[config.mk]
export PLATFORM = sky130hd
export DESIGN_NAME = ccr_arbiter
export DESIGN_NICKNAME = d
export VERILOG_FILES = /design/src/rtl/ccr_arbiter.sv
export SDC_FILE = /design/constraint.sdc
export NUM_CORES = 1
export LEC_CHECK = 0
export CAP_MARGIN = 20
export CORE_MARGIN = 3
export CORE_UTILIZATION = 45
export DETAILED_ROUTE_END_ITERATION = 8
export PLACE_DENSITY = 0.87
export RECOVER_POWER = 25
export SYNTH_ARGS = -nofsm -noshare
export SYNTH_HDL_FRONTEND = slang
export SYNTH_SLANG_ARGS = --single-unit
[constraint.sdc]
create_clock -name clk -period 4.45 [get_ports clk]
set_input_delay 0.89 -clock clk [delete_from_list [all_inputs] [get_ports clk]]
set_output_delay 0.89 -clock clk [all_outputs]
set_load 0.01 [all_outputs]
[src/rtl/ccr_arbiter.sv]
// ccr_arbiter: round-robin owner of the 4-bit CCR write path (ALU vs control).
// Optional grant statistics are enabled with `define CCR_ARB_STATS_EN.
module ccr_arbiter #(
  parameter int unsigned HOLD_CYCLES = 0
) (
  input  logic       clk,
  input  logic       rst,
  input  logic       req_a,
  input  logic [3:0] data_a,
  input  logic       req_b,
  input  logic [3:0] data_b,
`ifdef CCR_ARB_STATS_EN
  input  logic       clr_stats,
  output logic [7:0] cnt_a,
  output logic [7:0] cnt_b,
`endif
  output logic       gnt_a,
  output logic       gnt_b,
  output logic       sel,
  output logic [3:0] ccr,
  output logic       busy
);

  localparam logic [1:0] S_IDLE  = 2'd0;
  localparam logic [1:0] S_GNT_A = 2'd1;
  localparam logic [1:0] S_GNT_B = 2'd2;
  localparam logic [1:0] S_LOCK  = 2'd3;

  localparam bit HOLD_EN = (HOLD_CYCLES != 0);
  localparam logic [3:0] LOCK_INIT =
    (HOLD_CYCLES > 0) ? 4'(HOLD_CYCLES - 1) : 4'd0;

  logic [1:0] state_q, state_d;
  logic [3:0] lock_q, lock_d;
  logic [3:0] ccr_q, ccr_d;
  logic       lp_q, lp_d;

  logic       mreq_a, mreq_b;
  logic [1:0] arb_nxt;
  logic [3:0] mux_out;

  // Round-robin pick among masked requests; lp_q=1 means B was served last.
  always_comb begin
    mreq_a  = req_a & (state_q != S_GNT_A);
    mreq_b  = req_b & (state_q != S_GNT_B);
    arb_nxt = S_IDLE;
    if (mreq_a && mreq_b)
      arb_nxt = lp_q ? S_GNT_A : S_GNT_B;
    else if (mreq_a)
      arb_nxt = S_GNT_A;
    else if (mreq_b)
      arb_nxt = S_GNT_B;
  end

  assign mux_out = sel ? data_b : data_a;

  // Next-state, lock countdown, CCR capture and last-served update.
  always_comb begin
    state_d = state_q;
    lock_d  = lock_q;
    ccr_d   = ccr_q;
    lp_d    = lp_q;
    case (state_q)
      S_IDLE: state_d = arb_nxt;
      S_GNT_A, S_GNT_B: begin
        ccr_d = mux_out;
        lp_d  = (state_q == S_GNT_B);
        if (HOLD_EN) begin
          state_d = S_LOCK;
          lock_d  = LOCK_INIT;
        end else begin
          state_d = arb_nxt;
        end
      end
      S_LOCK: begin
        if (lock_q == 4'd0)
          state_d = arb_nxt;
        else
          lock_d = lock_q - 4'd1;
      end
      default: state_d = S_IDLE;
    endcase
  end

  // Core state registers; reset aborts any in-flight CCR write.
  always_ff @(posedge clk or posedge rst) begin
    if (rst) begin
      state_q <= S_IDLE;
      lock_q  <= 4'd0;
      ccr_q   <= 4'h0;
      lp_q    <= 1'b1;
    end else begin
      state_q <= state_d;
      lock_q  <= lock_d;
      ccr_q   <= ccr_d;
      lp_q    <= lp_d;
    end
  end

  assign gnt_a = (state_q == S_GNT_A);
  assign gnt_b = (state_q == S_GNT_B);
  assign sel   = (state_q == S_GNT_B);
  assign busy  = (state_q != S_IDLE);
  assign ccr   = ccr_q;

`ifdef CCR_ARB_STATS_EN
  logic [7:0] cnt_a_q, cnt_a_d;
  logic [7:0] cnt_b_q, cnt_b_d;

  // Saturating grant counters; clear beats a same-cycle increment.
  always_comb begin
    cnt_a_d = cnt_a_q;
    cnt_b_d = cnt_b_q;
    if (clr_stats) begin
      cnt_a_d = 8'h00;
      cnt_b_d = 8'h00;
    end else begin
      if (gnt_a && cnt_a_q != 8'hFF) cnt_a_d = cnt_a_q + 8'd1;
      if (gnt_b && cnt_b_q != 8'hFF) cnt_b_d = cnt_b_q + 8'd1;
    end
  end

  // Statistics registers.
  always_ff @(posedge clk or posedge rst) begin
    if (rst) begin
      cnt_a_q <= 8'h00;
      cnt_b_q <= 8'h00;
    end else begin
      cnt_a_q <= cnt_a_d;
      cnt_b_q <= cnt_b_d;
    end
  end

  assign cnt_a = cnt_a_q;
  assign cnt_b = cnt_b_q;
`endif

endmodule
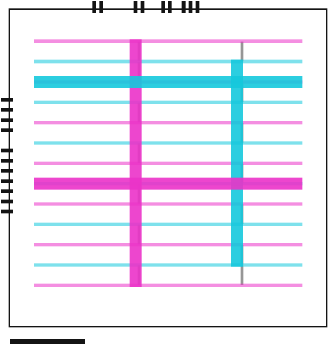
(run_1/floorplan.png)
Scale bar: 10 µm. Pins as bars on the die edge. Tap cells in grey.
colour	net
cyan	VDD
magenta	VSS
met5 straps	2
rows	12
Chip Height: 42.3 µm
Die W: 42.3 µm
Max IR drop VDD: 0.249 mV
floorplan core area: 1170 µm²

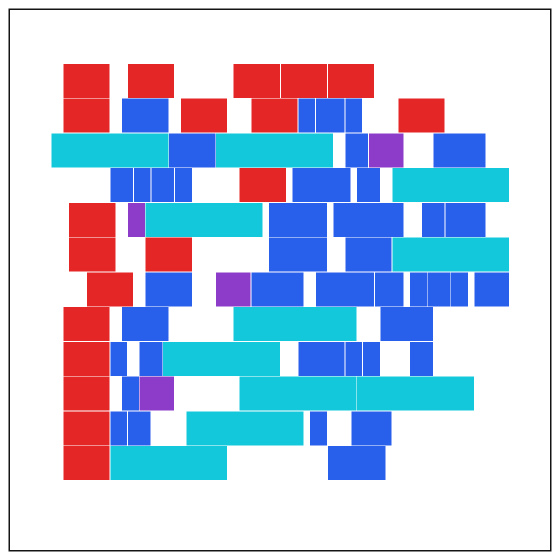
(run_1/class_map.png)
colour	class	cells
cyan	registers	11
purple	clock drivers and dummy loads	4
blue	remaining logic cells	41
red	remaining buffers and delay cells	19
final instance area: 810 µm²
flop share of the area: 34.2%
Util after Layout: 69.1%
row cnt: 12

==> results.toml, run 1 <==
# physical design summary
[logic_synthesis]
synth_seq_share_pct = 46.7
syn_area_um2 = 592
synth_cells = 55
avgSynthCellArea_um2 = 10.8
synth_nets = 72
numSynthFlops = 11
yosys-stat-area_um2 = 592
yosysWarnings = 0
yosysUniqueCellTypes = 22

[setup_path]
rr_startpoint = "lock_q[0]$_DFFE_PP0P_"
cp-start-kind = "flop"
worst-r2r-setup-slack_ns = 2.85
setup.worst_path.end_class = "output port"
path_max_fanout = 8
cp.arrival_ns = 1.77
setup.worst_path.class = "reg2out"
cp.required_ns = 3.56
rr_worst_depth = 5
r2r_end = "state_q[1]$_DFFE_PP0P_"
path_cells = "inv_1 -> ha_1 -> clkdlybuf4s50_1"
slowest_delay_ns = 0.61

[clock_tree]
cts_hold_buf = 0
cts_root_buf = "clkbuf_4"
cts_resized = 0
path_clk_slew_ns = 0.07
cts.path.max_buffers = 2
cts_tree = "yes"
cts-buffers-inserted = 3
clkLatencyLatePin_ns = 0.27
post_cts_buffers = 0

[place]
dp_cells = 85
gp_congestion = 0.740
dp_hpwl_um = 963
placement.io_buffers = 19

[min_path]
holdPathStages = 1
min_from = "lock_q[3]$_DFFE_PP0P_"
hold_class = "reg2reg"
holdPathEnd = "lock_q[3]$_DFFE_PP0P_"

[global_route]
grt_overflow = 0
antenna_found_initial = 0
grt_pass1_vias = 487
grt_max_degree = 12
grt_pass1_wl_mm = 1.96

[route]
dr.pass1.iters = 3
m1WireLength_um = 430
vias = 451
drc = 0
totalWireLength_mm = 1.18

[die]
floorplan.core_util_pct = 50.5
chipArea_um2 = 1790

[power_and_ir_drop]
leakagePower_nw = 0.384
intPower_w = 0.000247
pwr_density_cell_nw_per_um2 = 450
power.switching_w = 0.000117
pwr-share-comb_pct = 40.7

[finish]
insertedDiodeCount = 0
nets = 93
final_cells = 89
lay_top_cells = "18 x clkdlybuf4s50_1, 10 x dfrtp_1, 6 x inv_1, 6 x mux2i_1"
area_growth_pct = 36.8
drive_gt1_share_pct = 10.7
lay_top_count = "clkdlybuf4s50_1"

[final_timing]
fin_tns_setup_ns = 0
fmax_mhz = 377
hold_violations = 0
worst_pin_slew_ns = 0.430
rsz0062_at_grt = "no"
finalClockPeriodUsage_pct = 59.7
finalSetupViolations = 0
drv_slew = 0

[flow_run]
warnings = 29

[run_status]
status = "complete, no violations"
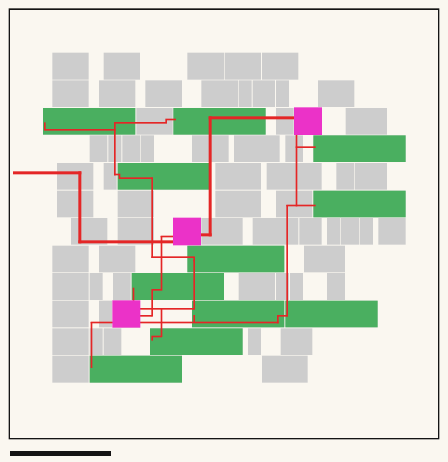
(run_1/clock_wires.png)
Scale bar: 10 µm.
[magenta] clock-net drivers | count: 3
[green] flip-flops | count: 11
[red] clock wires | length: 166 µm
routed clock nets	4
clk_skew: 0.00399 ns
clock share of power: 19.3%

==> run 1: area by class of cell <==
cell class	count	area [µm²]
sequential	11	277
tap	14	17.5
fill	94	362
inverter	6	22.5
timing repair buffer	19	190
multi-input combinational	35	277
clock buffer	4	26.3
==> run 1: critical path, delay by kind of cell (launching register included) <==
| family | cells | cell delay [ns] |
|---|---|---|
| adder cells (fa/ha/maj) | 1 | 0.37 |
| buffers and inverters | 2 | 0.72 |
| flip-flops | 1 | 0.40 |
==> run 1: registers in the layout, summed over array words and instances, names as in the netlist <==
| register | cells |
|---|---|
| lp_q | 1 |
| lock_q | 4 |
| state_q | 2 |
| ccr | 4 |
==> run 1: synthesized netlist by cell type (all sizes together) <==
cell    number  share of area, %
buf          2               2.1
or2b         1               1.3
nor2b        1               1.1
a21oi        5               4.2
ha           5                11
inv          6               3.8
dfstp        1               4.4
nor3         1              0.84
clkbuf       1              0.63
nand2        3               3.2
dfrtp       10                42
mux2i        6                10
nand2b       1               1.1
o21ai        2               1.7
nand3        1              0.84
nor2         4               2.5
xnor2        2               3.0
mux2         2               4.4
or3b         1               1.9
==> run 1: layer usage <==
metal  vias to the layer above  track usage [%]
li1                        217                -
met3                         8             7.73
met2                        17             27.7
met5                         -                0
met4                         0             10.6
met1                       209             12.5
==> run 1: stage by stage <==
stage | power (W) | util, % | hold WS [ns] | cell area (µm²) | setup WS, ns
global placement | 0.000293 | 66.9 | 0.487 | 783 | 2.13
detailed placement | 0.000297 | 66.9 | 0.492 | 783 | 2.07
CTS | 0.000369 | 69.1 | 0.504 | 810 | 1.77
floorplan | 0.000223 | - | 0.460 | 592 | 2.73
global route | 0.000388 | 69.1 | 0.529 | 810 | 1.71
finish | 0.000364 | 69.1 | 0.495 | 810 | 1.79
==> run 1: cell families after synthesis <==
logic type / Yosys count / synth area share (%)
multiplexers: 8 / 14.6
flip-flops: 11 / 46.7
XOR/XNOR: 2 / 2.96
buffers and inverters: 9 / 6.55
AND-OR/OR-AND: 7 / 5.92
AND/OR/NAND/NOR: 13 / 12.7
adder cells (fa/ha/maj): 5 / 10.6
==> run 1: how the worst max path moves through the flow <==
stage	end	from	depth (start not counted)
after floorplan	sel	state_q[0]$_DFFE_PP0P_	3
after global placement	gnt_b	state_q[0]$_DFFE_PP0P_	3
after detailed placement	gnt_b	state_q[0]$_DFFE_PP0P_	3
after CTS	gnt_b	state_q[0]$_DFFE_PP0P_	3
after global routing	sel	state_q[0]$_DFFE_PP0P_	3
final	gnt_b	state_q[0]$_DFFE_PP0P_	3
==> run 1: power by group through the flow <==
| stage | combinational (W) | sequential [W] | clock [W] |
|---|---|---|---|
| after CTS | 0.000151 | 0.000146 | 0.0000728 |
| after detailed placement | 0.000151 | 0.000146 | 0 |
| after global routing | 0.000162 | 0.000149 | 0.0000775 |
| after global placement | 0.000147 | 0.000146 | 0 |
| final | 0.000148 | 0.000145 | 0.0000705 |
| after floorplan | 0.0000711 | 0.000152 | 0 |
==> run_1/layers.png <==
Scale bar: 10 µm. Only two layers are drawn.
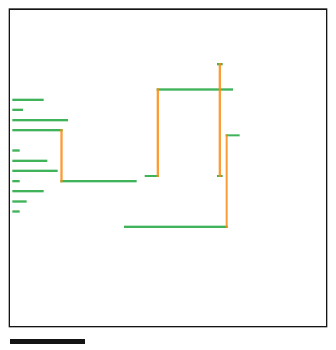

--- run 2 (diff from run 1) ---
CORE_UTILIZATION = 43   (was 45)
PLACE_DENSITY = 0.84   (was 0.87)
clock period = 2.53 ns   (was 4.45 ns; I/O delays follow)
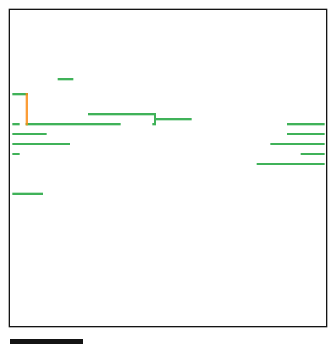
(run_2/layers.png)
Scale bar: 10 µm. Only two layers are drawn.
colour	layer	wire length
orange	M4	4.10 µm
green	M3	77.7 µm

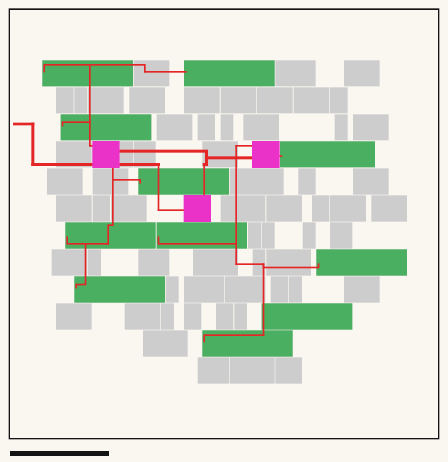
(run_2/clock_wires.png)
Scale bar: 10 µm.
[green] flip-flops | count: 11
[magenta] clock-net drivers | count: 3
[red] clock wires | length: 146 µm
routed clock nets	4
clock share of power: 18.8%
clk latency late pin: 0.26 ns
clk_skew: 0.000522 ns
Clk power: 0.000120 W

==> run 2 against run 1 <==
Net effect:
- clock power up about 70%
- core utilization down 1.7 points
- worst hold slack better by 0.0078 ns
- flip-flop count unchanged
- via count down 2.7%
- first-iteration DRC count unchanged
- critical path depth unchanged
- clock skew down 0.0035 ns
- final area unchanged
- non-clock buffer count unchanged
- combinational power up 78%
- critical endpoint unchanged
- highest routed layer unchanged
==> results.toml, run 2 <==
# physical design summary
[run_status]
status = "complete, no violations"

[final_timing]
fin_tns_setup_ns = 0
worst_pin_slew_ns = 0.424
rsz0062_at_grt = "no"
finalSetupViolations = 0
finalClockPeriodUsage_pct = 89.6
drv_slew = 0

[setup_path]
setup.worst_path.class = "reg2out"
r2r_end = "state_q[1]$_DFFE_PP0P_"
cp-start-kind = "flop"
rr_startpoint = "lock_q[0]$_DFFE_PP0P_"
rr_worst_depth = 5
cp.arrival_ns = 1.76
setup.worst_path.end_class = "output port"
worst-r2r-setup-slack_ns = 0.97
cp.required_ns = 2.02
path_max_fanout = 8

[logic_synthesis]
async_reset_ff_share_pct = 100
edf_count = 0
synth.top_cell.area_share_pct = 42.3
ff_type = "dfrtp_1"
common_cells = "10 x dfrtp_1, 6 x inv_1, 6 x mux2i_1"
top_logic_kind = "multiplexers"
ys_sh_mux_pct = 14.6
top_cell = "dfrtp_1"
yosys-stat-area_um2 = 592
area_leaders = "dfrtp_1 42%, ha_1 11%, mux2i_1 10%"
synth_seq_share_pct = 46.7
ys_sh_xor_pct = 2.96
aoi_share_pct = 5.92
numSynthFlops = 11
adder_share_pct = 10.6
yosysWarnings = 0
syn_area_um2 = 592
simple_gate_share_pct = 12.7

[clock_tree]
cts-buffers-inserted = 3
cts_resized = 0
path_clk_slew_ns = 0.07
cts_hold_buf = 0
cts_tree = "yes"
post_cts_buffers = 0

[route]
totalWireLength_mm = 1.14
drc = 0

[global_route]
grt_pass1_wl_mm = 2.06
grt_overflow = 0
antenna_found_initial = 0
grt_pass1_vias = 481

[min_path]
holdPathStages = 1
min_from = "lock_q[3]$_DFFE_PP0P_"
hold_class = "reg2reg"

[place]
gp_congestion = 0.689
place_area_um2 = 783
dp_hpwl_um = 915
placement.io_buffers = 19

[die]
rows = 12
floorplan.core_util_pct = 49.3
core_um2 = 1200
chipArea_um2 = 1860

[finish]
nets = 93
insertedDiodeCount = 0
lay_top_count = "clkdlybuf4s50_1"
area_growth_pct = 36.8
final_util_pct = 67.4
design_area_um2 = 810

[power_and_ir_drop]
power.switching_w = 0.000204
total_power_w = 0.000638
pwr-share-comb_pct = 41.4
pwr_density_cell_nw_per_um2 = 788

[flow_run]
warnings = 29
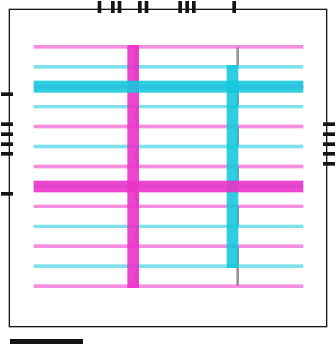
(run_2/floorplan.png)
Scale bar: 10 µm. Pins as bars on the die edge. Tap cells in grey.
colour	net
cyan	VDD
magenta	VSS
rows	12
met5 straps	2
tap cells	14
Max IR drop VDD: 0.524 mV
Die W: 43.1 µm
Chip Height: 43.1 µm

## run 2: per-stage QoR
stage	setup WS, ns	cells
finish	0.264	89
global route	0.163	89
CTS	0.256	89
detailed placement	0.549	85
global placement	0.588	85
floorplan	1.05	55
## run 2: power groups by stage
stage / Combinational (W) / Clock [W] / Sequential (W)
after floorplan: 0.000125 / 0 / 0.000267
after global placement: 0.000259 / 0 / 0.000253
after detailed placement: 0.000266 / 0 / 0.000258
after CTS: 0.000269 / 0.000122 / 0.000254
after global routing: 0.000290 / 0.000132 / 0.000261
final: 0.000264 / 0.000120 / 0.000254
## run 2: kinds of logic (layout without fill, tap and decap cells)
logic type / count (synthesis) / after routing
xor gates and xnor gates: 2 / 2
DFF: 11 / 11
muxes: 8 / 8
AOI/OAI and AO/OA: 7 / 7
buffers and inverters: 9 / 29
adders and majority gates: 5 / 5
and+or+nand+nor: 13 / 13
## run 2: cell type report
| class | count | area (µm²) |
|---|---|---|
| fill | 112 | 392 |
| inverter | 6 | 22.5 |
| tap | 14 | 17.5 |
| sequential | 11 | 277 |
| timing repair buffer | 19 | 190 |
| multi-input combinational | 35 | 277 |
| clock buffer | 4 | 26.3 |
## run 2: how the worst max path moves through the flow
| stage | slack [ns] | from | endpoint | cells after the start |
|---|---|---|---|---|
| finish | 0.26 | state_q[0]$_DFFE_PP0P_ | gnt_b | 3 |
| floorplan | 1.05 | lock_q[0]$_DFFE_PP0P_ | state_q[1]$_DFFE_PP0P_ | 5 |
| global placement | 0.59 | state_q[0]$_DFFE_PP0P_ | sel | 3 |
| CTS | 0.26 | state_q[0]$_DFFE_PP0P_ | gnt_b | 3 |
| global route | 0.16 | state_q[0]$_DFFE_PP0P_ | gnt_b | 3 |
| detailed placement | 0.55 | state_q[0]$_DFFE_PP0P_ | gnt_b | 3 |
## run 2: worst max-delay path, stage by stage, from the launching register on
cell and delay, ns:
dfrtp_1 0.41, inv_1 0.11, ha_1 0.37, clkdlybuf4s50_1 0.61
## run 2: layer usage
| layer | global-route usage (%) | up-vias | wire, µm |
|---|---|---|---|
| li1 | - | 218 | - |
| met4 | 3.61 | 0 | 4 |
| met5 | 0 | - | 0 |
| met3 | 5.93 | 2 | 77 |
| met1 | 17.2 | 203 | 490 |
| met2 | 24.5 | 16 | 570 |
==> run_2/class_map.png <==
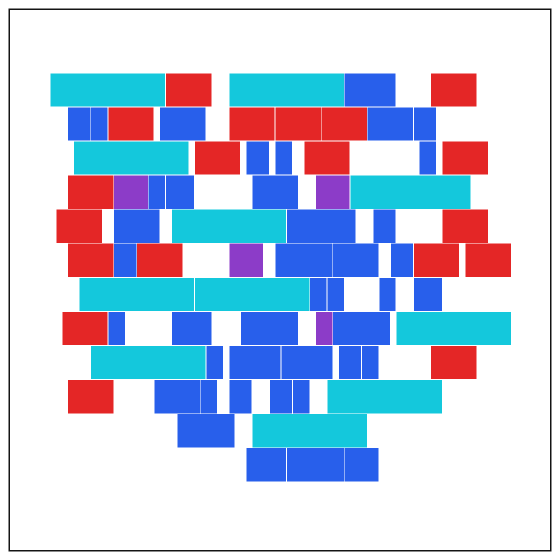

--- run 3 (diff from run 2) ---
CORE_ASPECT_RATIO = 1.5   (was unset)
CORE_UTILIZATION = 30   (was 43)
PLACE_DENSITY = 0.65   (was 0.84)
SKIP_LAST_GASP = 1   (was unset)
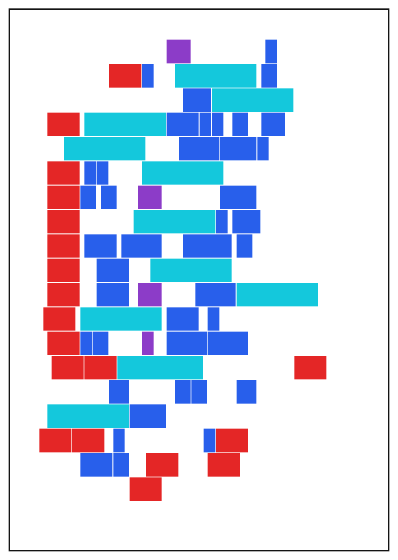
(run_3/class_map.png)
colour	class	cells
blue	remaining logic cells	41
cyan	registers	11
purple	clock drivers and dummy loads	4
red	remaining buffers and delay cells	19

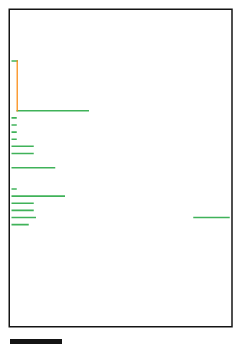
(run_3/layers.png)
Scale bar: 10 µm. Only two layers are drawn.
colour	layer	wire length
orange	M4	9.50 µm
green	M3	65.5 µm
Avg WL per Cell: 10.9 µm
Vias: 431
GRT Total Usage: 9.27%
WL final: 1.04 mm

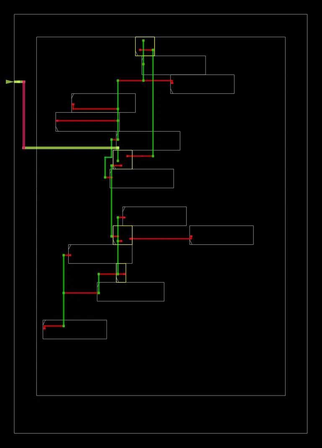
(run_3/clock_nets.png)
flop count: 11
total CTS buffers: 3
CTS Sinks: 11

==> run 3 against run 2 <==
Net effect:
- total power fell by 1.5%
- global-route usage shrank 5.4 points
- die size up 37%
- sequential share of layout area shrank 0.37 points
- via count shrank 1.8%
- final area grew 1.1%
- clock power is essentially flat
- synthesized cell count stayed put
- sequential power is essentially flat
- non-clock buffer count unchanged
- core utilization is 23 points lower
- largest power group unchanged
==> results.toml, run 3 <==
# physical design summary
[run_status]
status = "complete, no violations"

[clock_tree]
cts_resized = 0
path_clk_slew_ns = 0.07
post_cts_buffers = 0
cts_tree = "yes"

[min_path]
hold_class = "reg2reg"

[final_timing]
rsz0062_at_grt = "no"
setup_ws_ns = 0.294
finalClockPeriodUsage_pct = 88.4
drv_slew = 0
fin_skew_ns = 0.000389
worst_pin_slew_ns = 0.414
fin_tns_setup_ns = 0
finalSetupViolations = 0

[finish]
design_area_um2 = 818
nets = 93
area_growth_pct = 38.3
lay_top_count = "clkdlybuf4s50_1"
flop_area_um2 = 277
final_cells = 96

[setup_path]
setup.worst_path.class = "reg2out"
cp.arrival_ns = 1.73
worst-r2r-setup-slack_ns = 0.99
setup.worst_path.end_class = "output port"

[logic_synthesis]
adder_share_pct = 10.6
ff_type = "dfrtp_1"
async_reset_ff_share_pct = 100
simple_gate_share_pct = 12.7
numSynthFlops = 11
aoi_share_pct = 5.92
ys_sh_mux_pct = 14.6
yosysWarnings = 0
top_logic_kind = "multiplexers"
ys_sh_xor_pct = 2.96
yosys-stat-area_um2 = 592
top_cell = "dfrtp_1"

[power_and_ir_drop]
clkPwrFrac_pct = 18.6
pwr-share-comb_pct = 41.2
pwr_density_cell_nw_per_um2 = 768
irDropWorstVdd_mv = 0.425
total_power_w = 0.000629
power.switching_w = 0.000195

[place]
dp_hpwl_um = 901
dp_cells = 92

[global_route]
grt_pass1_wl_mm = 1.75
grt_pass1_vias = 462
antenna_found_initial = 0

[die]
chipHeight_um = 60.4
floorplan.core_util_pct = 31.9
die_w_um = 42.3
rows = 19

[flow_run]
warnings = 29

[route]
drc = 0
==> run 3: cell counts in the layout (fill, tap and decap cells not counted) <==
Identical to the previous run, type by type.
==> run 3: path summary, 6_finish.rpt <==
path / start / to / cells past startpoint
worst min-delay path: lock_q[0]$_DFFE_PP0P_ / lock_q[0]$_DFFE_PP0P_ / 1
worst max register to register: lock_q[0]$_DFFE_PP0P_ / state_q[1]$_DFFE_PP0P_ / 5
worst max-delay path: state_q[0]$_DFFE_PP0P_ / gnt_b / 3
min in group asynchronous: rst / lock_q[0]$_DFFE_PP0P_ / 2
max in group asynchronous: rst / lp_q$_DFFE_PP1P_ / 2
worst min register to register: lock_q[0]$_DFFE_PP0P_ / lock_q[0]$_DFFE_PP0P_ / 1
==> run 3: layout make-up <==
type,instances,area share [%]
multi-input combinational,35,33.8
timing repair buffer,19,23.2
sequential,11,33.8
inverter,6,2.75
clock buffer,4,3.21
tap,21,3.21
==> run 3: power by group through the flow <==
stage / clock network, W / registers (W) / logic [W]
4_1_cts: 0.000123 / 0.000253 / 0.000266
6_report: 0.000117 / 0.000253 / 0.000259
2_1_floorplan: 0 / 0.000267 / 0.000125
3_3_place_gp: 0 / 0.000255 / 0.000262
3_5_place_dp: 0 / 0.000255 / 0.000266
5_1_grt: 0.000128 / 0.000259 / 0.000284
==> run 3: stage by stage <==
stage	util [%]	hold slack [ns]
after floorplan	-	0.358
after global placement	42.7	0.488
after detailed placement	42.7	0.493
after CTS	44.1	0.502
after global routing	44.1	0.538
final	44.1	0.499
==> run 3: per-layer routing <==
| metal | part of all wire, % | vias up | track usage, % |
|---|---|---|---|
| met5 | 0 | - | 0 |
| met4 | 0.86 | 0 | 6.67 |
| met3 | 6.2 | 2 | 2.37 |
| met2 | 57 | 15 | 17.2 |
| met1 | 36 | 197 | 8.75 |
| li1 | - | 217 | - |
==> run 3: cells by family after synthesis <==
logic type,count (synthesis)
multiplexers,8
flip-flops,11
buffers and inverters,9
AND-OR/OR-AND,7
XOR/XNOR,2
adder cells (fa/ha/maj),5
AND/OR/NAND/NOR,13
==> run 3: worst max-delay path, cell delays in order (launching register included) <==
cell	delay (ns)
dfrtp_1	0.40
inv_1	0.11
ha_1	0.36
clkdlybuf4s50_1	0.60
No activity file was given, so power comes from the tool's default toggle rates.
